==> config.mk <==
export PLATFORM = sky130hd
export DESIGN_NAME = mc_ctrl_unit
export DESIGN_NICKNAME = d
export VERILOG_FILES = /design/src/rtl/mc_ctrl_unit.sv
export SDC_FILE = /design/constraint.sdc
export NUM_CORES = 1
export LEC_CHECK = 0
export CAP_MARGIN = 5
export CORE_MARGIN = 1
export CORE_UTILIZATION = 30
export DETAILED_ROUTE_END_ITERATION = 16
export SLEW_MARGIN = 20
export SYNTH_ARGS = -nofsm -noshare
export SYNTH_HDL_FRONTEND = slang
export SYNTH_SLANG_ARGS = --single-unit
==> constraint.sdc <==
create_clock -name clk -period 8.3 [get_ports clk]
set_input_delay 2.49 -clock clk [delete_from_list [all_inputs] [get_ports clk]]
set_output_delay 2.49 -clock clk [all_outputs]
set_load 0.01 [all_outputs]
==> src/rtl/mc_ctrl_unit.sv <==
`default_nettype none
// ============================================================================
//  Module      : mc_ctrl_unit
//  Description : Multi-cycle control and datapath sequencer for a 16-bit,
//                8-register RISC core. Fetches over a req/ready handshake,
//                sequences FETCH/DECODE/EXEC/MEM/WB/PCUPD, and commits the
//                next PC into R0 through the register file.
//  Revision    : 1.0 - initial release
// ============================================================================
module mc_ctrl_unit #(
    parameter int                DW       = 16,
    parameter logic [DW-1:0]     RESET_PC = 16'h0000
) (
    input  logic          clk,
    input  logic          proc_rst_n,
    // memory port
    output logic          mem_req,
    output logic          mem_we,
    output logic [DW-1:0] mem_addr,
    output logic [DW-1:0] mem_wdata,
    input  logic [DW-1:0] mem_rdata,
    input  logic          mem_ready,
    // register file port
    output logic [2:0]    ra,
    output logic [2:0]    rb,
    output logic [2:0]    rc,
    output logic [DW-1:0] rc_data,
    output logic          reg_write,
    input  logic [DW-1:0] ra_data,
    input  logic [DW-1:0] rb_data,
    output logic          pc_write,
    output logic [DW-1:0] pc_in,
    // status
    output logic          halted
);

    // ------------------------------------------------------------------
    // Opcodes
    // ------------------------------------------------------------------
    localparam logic [3:0] c_OP_ADD  = 4'b0000;
    localparam logic [3:0] c_OP_ADI  = 4'b0001;
    localparam logic [3:0] c_OP_NAND = 4'b0010;
    localparam logic [3:0] c_OP_LW   = 4'b0100;
    localparam logic [3:0] c_OP_SW   = 4'b0101;
    localparam logic [3:0] c_OP_BEQ  = 4'b1100;
    localparam logic [3:0] c_OP_HALT = 4'b1111;

    localparam logic [DW-1:0] c_ONE  = DW'(1);

    typedef enum logic [2:0] {
        S_FETCH  = 3'd0,
        S_DECODE = 3'd1,
        S_EXEC   = 3'd2,
        S_MEM    = 3'd3,
        S_WB     = 3'd4,
        S_PCUPD  = 3'd5,
        S_HALT   = 3'd6
    } state_t;

    state_t        r_state;
    state_t        w_state_nxt;

    // r_run is clear while in reset and sets on the first edge after
    // release, so FETCH drives no request until the core is really running.
    logic          r_run;
    logic [DW-1:0] r_pc;
    logic [DW-1:0] r_ir;
    logic [DW-1:0] r_a;
    logic [DW-1:0] r_b;
    logic [DW-1:0] r_alu;
    logic [DW-1:0] r_mdr;
    logic [DW-1:0] r_next_pc;

    // ------------------------------------------------------------------
    // Instruction field decode
    // ------------------------------------------------------------------
    logic [3:0]    w_op;
    logic [2:0]    w_fa;
    logic [2:0]    w_fb;
    logic [2:0]    w_fc;
    logic [DW-1:0] w_imm;
    logic [2:0]    w_dest;
    logic [DW-1:0] w_alu;
    logic [DW-1:0] w_next_pc;

    assign w_op  = r_ir[15:12];
    assign w_fa  = r_ir[11:9];
    assign w_fb  = r_ir[8:6];
    assign w_fc  = r_ir[5:3];
    assign w_imm = {{(DW-6){r_ir[5]}}, r_ir[5:0]};

    // Source addresses follow the latched instruction; the register file
    // reads combinationally and A/B are captured in DECODE.
    assign ra = w_fa;
    assign rb = w_fb;

    // Destination register selection per opcode (0 means no writeback)
    always_comb begin
        w_dest = 3'd0;
        case (w_op)
            c_OP_ADD,
            c_OP_NAND: w_dest = w_fc;
            c_OP_ADI:  w_dest = w_fb;
            c_OP_LW:   w_dest = w_fa;
            default:   w_dest = 3'd0;
        endcase
    end

    // ALU result, or effective address for loads/stores
    always_comb begin
        w_alu = r_a + r_b;
        case (w_op)
            c_OP_NAND: w_alu = ~(r_a & r_b);
            c_OP_ADI:  w_alu = r_a + w_imm;
            c_OP_LW,
            c_OP_SW:   w_alu = r_b + w_imm;
            default:   w_alu = r_a + r_b;
        endcase
    end

    // Branch target is relative to the address of the BEQ itself
    always_comb begin
        if ((w_op == c_OP_BEQ) && (r_a == r_b)) begin
            w_next_pc = r_pc + w_imm;
        end else begin
            w_next_pc = r_pc + c_ONE;
        end
    end

    // State register
    always_ff @(posedge clk or negedge proc_rst_n) begin
        if (!proc_rst_n) begin
            r_state <= S_FETCH;
        end else begin
            r_state <= w_state_nxt;
        end
    end

    // Next-state logic and all Moore outputs
    always_comb begin
        w_state_nxt = r_state;
        mem_req     = 1'b0;
        mem_we      = 1'b0;
        mem_addr    = '0;
        mem_wdata   = '0;
        rc          = 3'd0;
        rc_data     = '0;
        reg_write   = 1'b0;
        pc_write    = 1'b0;
        pc_in       = '0;
        halted      = 1'b0;
        case (r_state)
            S_FETCH: begin
                if (r_run) begin
                    mem_req  = 1'b1;
                    mem_addr = r_pc;
                    if (mem_ready) begin
                        w_state_nxt = S_DECODE;
                    end
                end
            end
            S_DECODE: begin
                w_state_nxt = S_EXEC;
            end
            S_EXEC: begin
                case (w_op)
                    c_OP_LW,
                    c_OP_SW:   w_state_nxt = S_MEM;
                    c_OP_ADD,
                    c_OP_NAND,
                    c_OP_ADI:  w_state_nxt = S_WB;
                    c_OP_HALT: w_state_nxt = S_HALT;
                    default:   w_state_nxt = S_PCUPD;
                endcase
            end
            S_MEM: begin
                mem_req   = 1'b1;
                mem_addr  = r_alu;
                mem_we    = (w_op == c_OP_SW);
                mem_wdata = r_a;
                if (mem_ready) begin
                    w_state_nxt = (w_op == c_OP_LW) ? S_WB : S_PCUPD;
                end
            end
            S_WB: begin
                rc          = w_dest;
                rc_data     = (w_op == c_OP_LW) ? r_mdr : r_alu;
                // R0 holds the PC; a data write to it is dropped
                reg_write   = (w_dest != 3'd0);
                w_state_nxt = S_PCUPD;
            end
            S_PCUPD: begin
                pc_write    = 1'b1;
                pc_in       = r_next_pc;
                w_state_nxt = S_FETCH;
            end
            S_HALT: begin
                halted      = 1'b1;
            end
            default: begin
                w_state_nxt = S_FETCH;
            end
        endcase
    end

    // Datapath registers, each loaded in the state that produces its value
    always_ff @(posedge clk or negedge proc_rst_n) begin
        if (!proc_rst_n) begin
            r_run     <= 1'b0;
            r_pc      <= RESET_PC;
            r_ir      <= '0;
            r_a       <= '0;
            r_b       <= '0;
            r_alu     <= '0;
            r_mdr     <= '0;
            r_next_pc <= '0;
        end else begin
            r_run <= 1'b1;
            case (r_state)
                S_FETCH: begin
                    if (r_run && mem_ready) begin
                        r_ir <= mem_rdata;
                    end
                end
                S_DECODE: begin
                    r_a <= ra_data;
                    r_b <= rb_data;
                end
                S_EXEC: begin
                    r_alu     <= w_alu;
                    r_next_pc <= w_next_pc;
                end
                S_MEM: begin
                    if (mem_ready && (w_op == c_OP_LW)) begin
                        r_mdr <= mem_rdata;
                    end
                end
                S_PCUPD: begin
                    r_pc <= r_next_pc;
                end
                default: begin
                end
            endcase
        end
    end

endmodule
`default_nettype wire

==> images/gates.png <==
Scale: 1.5 px per um.
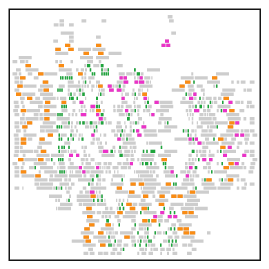
family	colour	cells	most used
nand cells	green	171	nand2_1
mux cells	orange	83	mux2_2
non-inverting ao/oa cells	magenta	59	a21o_1
Top cell excl fill/tap: nand2_1
Comb/total area: 47.44%
Non-Filler Instances: 1341

==> images/clock_nets.png <==
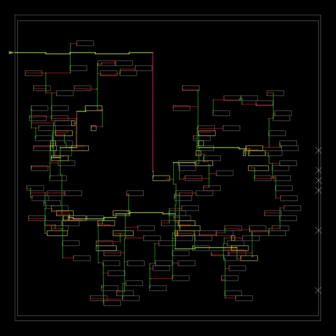
Clk. pwr: 0.000801 W
clock sink count: 116
final-layout clock buffer total: 19

==> images/m3.png <==
Scale: 3 px per um.
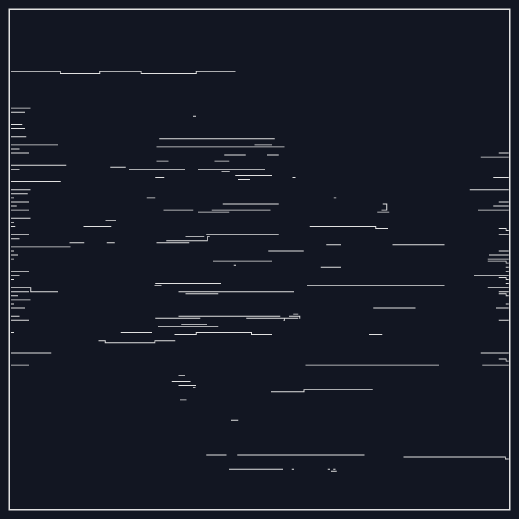
share of all routed wire	5.5%
nets with wire on the layer	123
met3 Track Usage GR: 3.194%
Via Count: 7089
final WL: 24360 um

==> images/layers.png <==
Scale: 1.5 px per um.
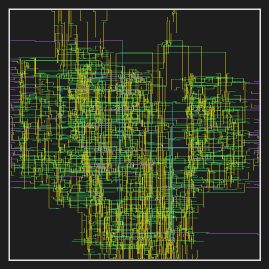
layer	colour	wire length
M2	yellow	10900 um
M3	purple	1340 um
M4	cyan	645 um
M1	green	11500 um
routed wire length per instance: 18.17 um
gr usage total: 17.86%

[worst register-to-register path, cell delays in order (launching register included)]
cell and delay, ps:
dfrtp_1 420, ha_1 430, or4_4 530, nor4_4 450
nand3_2 190, inv_1 330, ha_1 350, and2_1 220
a31oi_1 190, a21oi_1 160, or3b_2 510, and3_1 180
o31ai_2 160
[cells in the mapped netlist, types with 4 or more instances]
master,n,area (sq um)
mux2_1,10,112.6
and2_1,20,125.1
nor3_1,8,40.04
ha_1,49,613.1
mux2_2,68,765.7
nand2_1,145,544.3
a21oi_1,65,325.3
a21o_1,19,142.6
buf_2,15,75.07
clkbuf_1,31,116.4
o211ai_1,6,45.04
o21a_1,5,37.54
a211oi_1,9,67.56
nor4_1,4,25.02
nand3b_1,4,30.03
a31oi_1,16,100.1
a221oi_1,4,35.03
nand3_1,7,35.03
or3_1,5,31.28
buf_4,8,60.06
a22o_1,16,140.1
inv_1,19,71.32
nand4_1,10,62.56
o31ai_1,4,30.03
nor2_1,43,161.4
a211o_1,4,35.03
nor2b_1,5,31.28
o21ai_0,53,265.3
and3_1,28,175.2
mux2i_1,5,50.05
nand2b_1,4,25.02
xor2_1,6,52.55
a22oi_1,4,30.03
xnor2_1,18,157.7
dfrtp_1,116,2903
o22ai_1,5,31.28
[area by class of cell]
type	count	area share (%)
Multi-Input combinational cell	701	47.44
Sequential cell	116	28.32
Timing Repair Buffer	138	13.21
Clock buffer	19	4.224
Tap cell	335	4.090
Clock inverter	13	2.014
Inverter	19	0.6959
[power breakdown]
group / internal [W] / switching (W)
clock network: 0.000532 / 0.000269
registers: 0.000566 / 0.000000121
logic: 0.0000210 / 0.0000157
total: 0.00112 / 0.000285
[kinds of logic after synthesis]
logic type / count (synthesis)
XOR/XNOR: 24
multiplexers: 83
other: 1
adder cells (fa/ha/maj): 53
AND/OR/NAND/NOR: 298
flip-flops: 116
buffers and inverters: 77
AND-OR/OR-AND: 242
[stage by stage]
step / instance area (sq um) / instances / hold WS [ps] / setup slack (ps) / utilization [%]
final: 10250 / 1341 / 491.5 / 2695 / 39.00
after global routing: 10250 / 1341 / 507.4 / 2461 / 39.00
after CTS: 10250 / 1341 / 489.2 / 2680 / 39.00
after detailed placement: 9609 / 1309 / 475.9 / 3134 / 36.56
after global placement: 9609 / 1309 / 475.5 / 3195 / 36.56
after floorplan: 8102 / 894 / 451.4 / 4083 / -
[state kept, by name, summed over array words and instances (netlist names)]
name	count
r_mdr	16
r_a	16
r_state	3
r_next_pc	16
r_pc	16
r_b	16
r_run	1
r_alu	16
r_ir	16
[routing by layer]
layer | up-vias | wire length (um)
met5 | - | 0
met3 | 20 | 1342
met1 | 3411 | 11510
li1 | 3453 | -
met4 | 0 | 645
met2 | 205 | 10870
[path summary, 6_finish.rpt]
check	start	to	slack (ps)	cells after the start
hold / removal	r_next_pc[9]	r_next_pc[9]	490	2
max in group asynchronous	proc_rst_n	r_next_pc[8]	4880	2
setup / recovery	r_ir[14]	rc_data[6]	2690	5
min in group asynchronous	proc_rst_n	r_ir[8]	2100	1
hold reg to reg	r_next_pc[9]	r_next_pc[9]	490	2
setup reg to reg	r_a[6]	r_next_pc[15]	4090	12
==> Slide: Implementation Results <==
Physical Implementation Snapshot

Placement
  – HPWL after DPL: between 15000 and 20000 um

Layout
  – ANT cells: 0
  – Syn-to-layout area delta: 26.50%
  – MI comb area: between 4000 and 5000 sq um

Clock network
  – Setup bufs post-CTS: 0
  – CTS tree: built
  – Post-CTS Hold Buffers: 0

Timing
  – Setup TNS: 0 ps
  – Final clock skew: about 17 ps

Yosys
  – Yosys xor share: under 10%
  – Yosys stat cell total: approximately 890
  – Multiplexer share: a little under an eighth
  – Post-synthesis cell area: around 8000 sq um

Floorplanning
  – Die ar.: about 28000 sq um

Run status
  – Failing checks: design-rule violations
  – Outcome: finished with violations

Global routing
  – Met2 Resource Use GR: a little over a quarter
  – First-pass GRT wire length: about 39000 um

Routing
  – DRC: 6
  – Via density: 5.286
Power and IR drop assume default switching activity.
